--- src/rtl/riscv_pipe_pkg.sv ---
// Shared RV32I pipeline constants, opcodes and the IF/ID-ID/EX hazard FSM encoding.
package riscv_pipe_pkg;

  localparam int unsigned XLEN_DEF = 32;
  localparam logic [31:0] NOP_WORD_DEF = 32'h0000_0013;

  localparam logic [6:0] OPC_LOAD   = 7'b0000011;
  localparam logic [6:0] OPC_OP_IMM = 7'b0010011;
  localparam logic [6:0] OPC_OP     = 7'b0110011;
  localparam logic [6:0] OPC_BRANCH = 7'b1100011;
  localparam logic [6:0] OPC_STORE  = 7'b0100011;
  localparam logic [6:0] OPC_JALR   = 7'b1100111;

  typedef enum logic [0:0] {
    RUN    = 1'b0,
    BUBBLE = 1'b1
  } pipe_state_e;

endpackage

--- src/rtl/pipe_slot.sv ---
// One {ins, pc, valid} pipeline register; bubble beats hold, hold beats load.
module pipe_slot
  import riscv_pipe_pkg::*;
#(
  parameter int unsigned XLEN     = XLEN_DEF,
  parameter logic [31:0] NOP_WORD = NOP_WORD_DEF
) (
  input  logic            clk,
  input  logic            rst_n,
  input  logic            hold,
  input  logic            bubble,
  input  logic            load,
  input  logic [31:0]     nxt_ins,
  input  logic [XLEN-1:0] nxt_pc,
  input  logic            nxt_valid,
  output logic [31:0]     ins,
  output logic [XLEN-1:0] pc,
  output logic            valid
);

  // A bubble keeps the old PC; only ins/valid are scrubbed.
  always_ff @(posedge clk) begin
    if (!rst_n) begin
      ins   <= NOP_WORD;
      pc    <= '0;
      valid <= 1'b0;
    end else if (bubble) begin
      ins   <= NOP_WORD;
      valid <= 1'b0;
    end else if (hold) begin
      ins   <= ins;
      pc    <= pc;
      valid <= valid;
    end else if (load) begin
      ins   <= nxt_ins;
      pc    <= nxt_pc;
      valid <= nxt_valid;
    end
  end

endmodule

--- src/rtl/ifid_idex_pipe.sv ---
// IF/ID and ID/EX slots with load-use bubble insertion, branch flush and fetch back-pressure.
// Optional perf counters enabled by defining PIPE_PERF_CNT_EN.
module ifid_idex_pipe
  import riscv_pipe_pkg::*;
#(
  parameter int unsigned XLEN     = XLEN_DEF,
  parameter logic [31:0] NOP_WORD = NOP_WORD_DEF
) (
  input  logic            clk,
  input  logic            rst_n,
  input  logic [31:0]     if_ins,
  input  logic [XLEN-1:0] if_pc,
  input  logic            if_valid,
  output logic            if_ready,
  input  logic            load_use_stall,
  input  logic            flush,
  output logic [31:0]     id_ins,
  output logic [XLEN-1:0] id_pc,
  output logic            id_valid,
  output logic [31:0]     ex_ins,
  output logic [XLEN-1:0] ex_pc,
  output logic            ex_valid,
  output logic [31:0]     stall_cnt,
  output logic [31:0]     flush_cnt
);

  pipe_state_e state, state_nxt;
  logic        stall_eff;
  logic        id_bubble;
  logic        ex_bubble;

  always_ff @(posedge clk) begin
    if (!rst_n) state <= RUN;
    else        state <= state_nxt;
  end

  // The BUBBLE state masks the detector so one load-use pair costs one cycle.
  always_comb begin
    stall_eff = load_use_stall & id_valid & ex_valid & (state == RUN) & ~flush;
    if_ready  = ~stall_eff & rst_n;
    id_bubble = flush | (~stall_eff & ~if_valid);
    ex_bubble = flush | stall_eff;
    state_nxt = RUN;
    if (stall_eff) state_nxt = BUBBLE;
  end

  pipe_slot #(.XLEN(XLEN), .NOP_WORD(NOP_WORD)) u_ifid (
    .clk       (clk),
    .rst_n     (rst_n),
    .hold      (stall_eff),
    .bubble    (id_bubble),
    .load      (1'b1),
    .nxt_ins   (if_ins),
    .nxt_pc    (if_pc),
    .nxt_valid (1'b1),
    .ins       (id_ins),
    .pc        (id_pc),
    .valid     (id_valid)
  );

  pipe_slot #(.XLEN(XLEN), .NOP_WORD(NOP_WORD)) u_idex (
    .clk       (clk),
    .rst_n     (rst_n),
    .hold      (1'b0),
    .bubble    (ex_bubble),
    .load      (1'b1),
    .nxt_ins   (id_ins),
    .nxt_pc    (id_pc),
    .nxt_valid (id_valid),
    .ins       (ex_ins),
    .pc        (ex_pc),
    .valid     (ex_valid)
  );

`ifdef PIPE_PERF_CNT_EN
  logic [31:0] stall_cnt_q;
  logic [31:0] flush_cnt_q;

  always_ff @(posedge clk) begin
    if (!rst_n) begin
      stall_cnt_q <= '0;
      flush_cnt_q <= '0;
    end else begin
      if (stall_eff) stall_cnt_q <= stall_cnt_q + 32'd1;
      if (flush)     flush_cnt_q <= flush_cnt_q + 32'd1;
    end
  end

  assign stall_cnt = stall_cnt_q;
  assign flush_cnt = flush_cnt_q;
`else
  assign stall_cnt = '0;
  assign flush_cnt = '0;
`endif

endmodule

--- config.mk ---
export PLATFORM = sky130hd
export DESIGN_NAME = ifid_idex_pipe
export DESIGN_NICKNAME = d
export VERILOG_FILES = /design/src/rtl/riscv_pipe_pkg.sv /design/src/rtl/pipe_slot.sv /design/src/rtl/ifid_idex_pipe.sv
export SDC_FILE = /design/constraint.sdc
export NUM_CORES = 1
export LEC_CHECK = 0
export ABC_AREA = 1
export CORE_MARGIN = 5
export CORE_UTILIZATION = 40
export CTS_CLUSTER_DIAMETER = 150
export DETAILED_ROUTE_END_ITERATION = 8
export PLACE_DENSITY_LB_ADDON = 0.1
export SKIP_CTS_REPAIR_TIMING = 1
export SLEW_MARGIN = 40
export SYNTH_ARGS = -nofsm -noshare
export SYNTH_HDL_FRONTEND = slang
export SYNTH_SLANG_ARGS = --single-unit
--- constraint.sdc ---
create_clock -name clk -period 1.95 [get_ports clk]
set_input_delay 0.195 -clock clk [delete_from_list [all_inputs] [get_ports clk]]
set_output_delay 0.195 -clock clk [all_outputs]
set_load 0.005 [all_outputs]
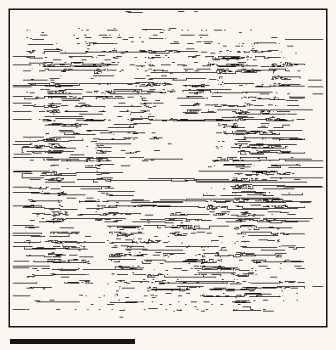
(images/m1.png)
Bar = 50 um.
longest straight run: 44.2 um
share of all routed wire: 41%
wire length on this layer: 6130 um

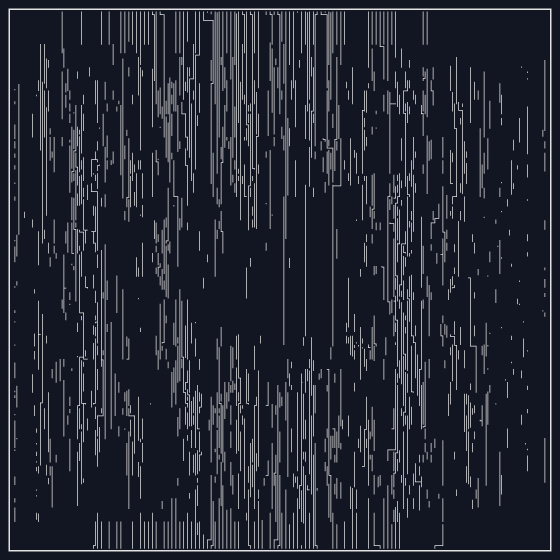
(images/m2.png)
share of all routed wire: 47%
longest straight run: 53.2 um
wire length on this layer: 7110 um
main direction: vertical

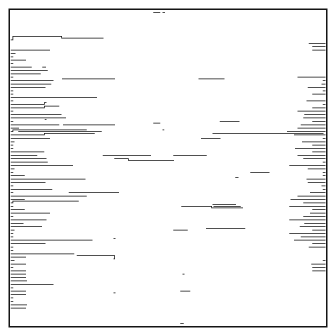
(images/m3.png)
nets with wire on the layer: 148
share of all routed wire: 10%
total number of vias: 4885
Post-Route WL: 15000 um
routing usage on met3: 0.0828

==> summary.json <==
{
  "outcome": {"value": "complete, no violations"},
  "insertion_delay": {"value": 0.41, "unit": "ns"},
  "first_pass_iters": {"value": 6},
  "peak_supply_drop": {"value": 499, "unit": "uV"},
  "synth_flop_count": {"value": 131},
  "hold_path.startpoint": {"value": "rst_n"},
  "die.size.y": {"value": 127, "unit": "um"},
  "drv_cap": {"value": 0},
  "nNetsFinal": {"value": 1001},
  "timing.setup.tns": {"value": 0, "unit": "ns"},
  "tritoncts": {"value": "yes"},
  "share_of_cells_above_drive_strength_1": {"value": 0.0667},
  "crit_start": {"value": "u_ifid.valid"},
  "row_count": {"value": 42},
  "clk_pin_slew": {"value": 0.05, "unit": "ns"},
  "initial_core_util": {"value": 0.409},
  "cp_cell_sequence": {"value": "nand2_1 -> nor2_4 -> nand2_2 -> nand2_1 -> inv_1 -> clkdlybuf4s50_1"},
  "fp.coreArea": {"value": 13300, "unit": "um^2"},
  "floorplan.io_pins": {"value": 264},
  "grt_max_degree": {"value": 46},
  "worstReg2RegStart": {"value": "u_ifid.valid"},
  "lay_top_cells": {"value": "clkdlybuf4s50_1 (198), dfxtp_1 (131), inv_1 (130), nor2_1 (129), nand2_1 (105)"},
  "top_achievable_clock_speed": {"value": 555, "unit": "MHz"},
  "cell_pwr_density": {"value": 866, "unit": "nW/um^2"},
  "path_common_cell": {"value": "nand2_1"},
  "mappedNetlistArea": {"value": 5430, "unit": "um^2"},
  "layout_top_cell_excl_fill_tap": {"value": "clkdlybuf4s50_1"},
  "ant_nets": {"value": 0},
  "yosys.stat.chipArea": {"value": 5430, "unit": "um^2"},
  "fillers": {"value": 1233},
  "grt_remaining_overflow": {"value": 0},
  "fp.dieW": {"value": 127, "unit": "um"},
  "max_stage_delay": {"value": 0.44, "unit": "ns"},
  "arrival": {"value": 1.61, "unit": "ns"},
  "stage_log_warnings": {"value": 26},
  "yosys_warnings": {"value": 0}
}
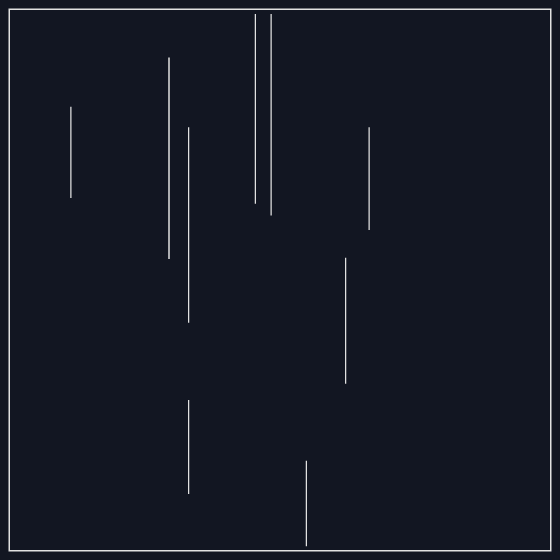
(images/m4.png)
nets with wire on the layer: 7
main direction: vertical

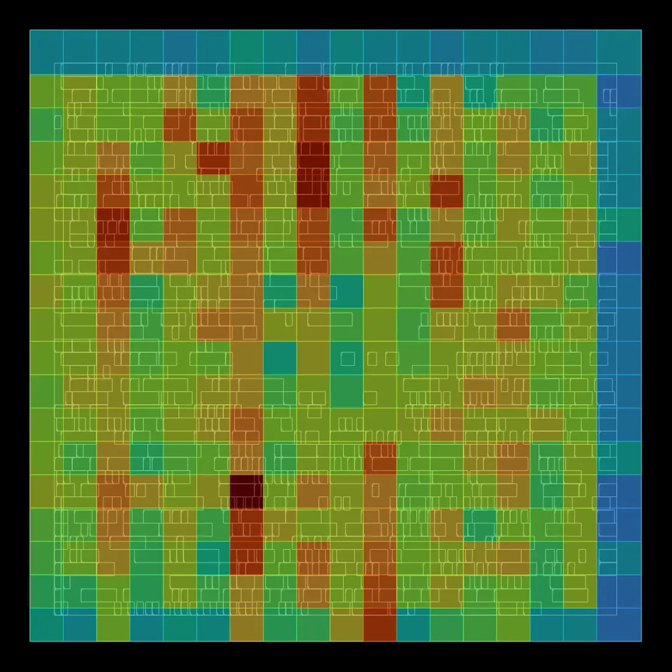
(images/congestion_map.png)
final standard cell utilization of the core: 0.599
DR WL/cell: 13.4 um
met1 capacity usage during global routing: 0.217
overall fraction of global-route tracks in use: 0.188

cell families (layout without fill, tap and decap cells):
family          after synthesis  in the layout  share of synthesized area
other cells                   1             64                   0.000690
buf+inv                     237            382                      0.218
compound gates               62             62                     0.0576
flops                       131            131                      0.483
simple gates                306            306                      0.241
report_power, final:
group	total, mW	switching (mW)	leakage [nW]	internal [mW]
Combinational	0.774	0.348	2.25	0.425
Sequential	2.87	0.0765	1.07	2.79
Clock	3.25	1.17	0.296	2.08
flip-flops by register name, indices dropped and copies added (netlist names):
signal / flops
u_ifid.ins: 32
u_idex.valid: 1
state: 1
u_ifid.valid: 1
u_ifid.pc: 32
u_idex.ins: 32
u_idex.pc: 32
layer usage:
layer	vias to the layer above	track usage	wire (um)
li1	2480	-	-
met1	2202	0.217	6130
met2	182	0.308	7110
met3	21	0.0828	1500
met4	0	0.0675	299
met5	-	0	0
cells in the mapped netlist, drive strengths merged:
cell,number
nand4,32
a21oi,29
buf,94
nor2,131
o21bai,1
nand2,108
nand3,32
conb,1
clkbuf,11
or2,3
dfxtp,131
inv,132
o21ai,32
critical path: cells and delay by family (launching register included):
kind	cells	cell delay (ns)
buffers and inverters	2	0.48
flip-flops	1	0.36
AND/OR/NAND/NOR	4	0.37
through the flow:
| step | hold WS (ns) | power (mW) | setup WS [ns] | instance area [um^2] | util |
|---|---|---|---|---|---|
| finish | 0.0972 | 6.89 | 0.149 | 7960 | 0.599 |
| CTS | 0.0818 | 6.97 | 0.00905 | 7950 | 0.598 |
| global placement | 0.431 | 3.69 | 0.193 | 7340 | 0.552 |
| floorplan | 0.321 | 3.34 | 0.768 | 5670 | - |
| global route | 0.102 | 7.21 | 0.0418 | 7960 | 0.599 |
| detailed placement | 0.433 | 3.71 | 0.193 | 7340 | 0.552 |
layout make-up:
type / count / area share
sequential: 131 / 0.330
timing repair buffer: 218 / 0.269
multi-input combinational: 432 / 0.234
inverter: 132 / 0.0623
clock buffer: 20 / 0.0574
tap: 176 / 0.0277
clock inverter: 12 / 0.0195
worst paths after layout:
kind	end	slack, ns	depth (start not counted)
worst min-delay path	u_ifid.pc[25]	0.1	3
worst min register to register	u_idex.ins[28]	0.44	2
worst max-delay path	if_ready	0.15	6
worst max register to register	u_ifid.ins[21]	0.52	6
Power is estimated from default activity; no workload was simulated.
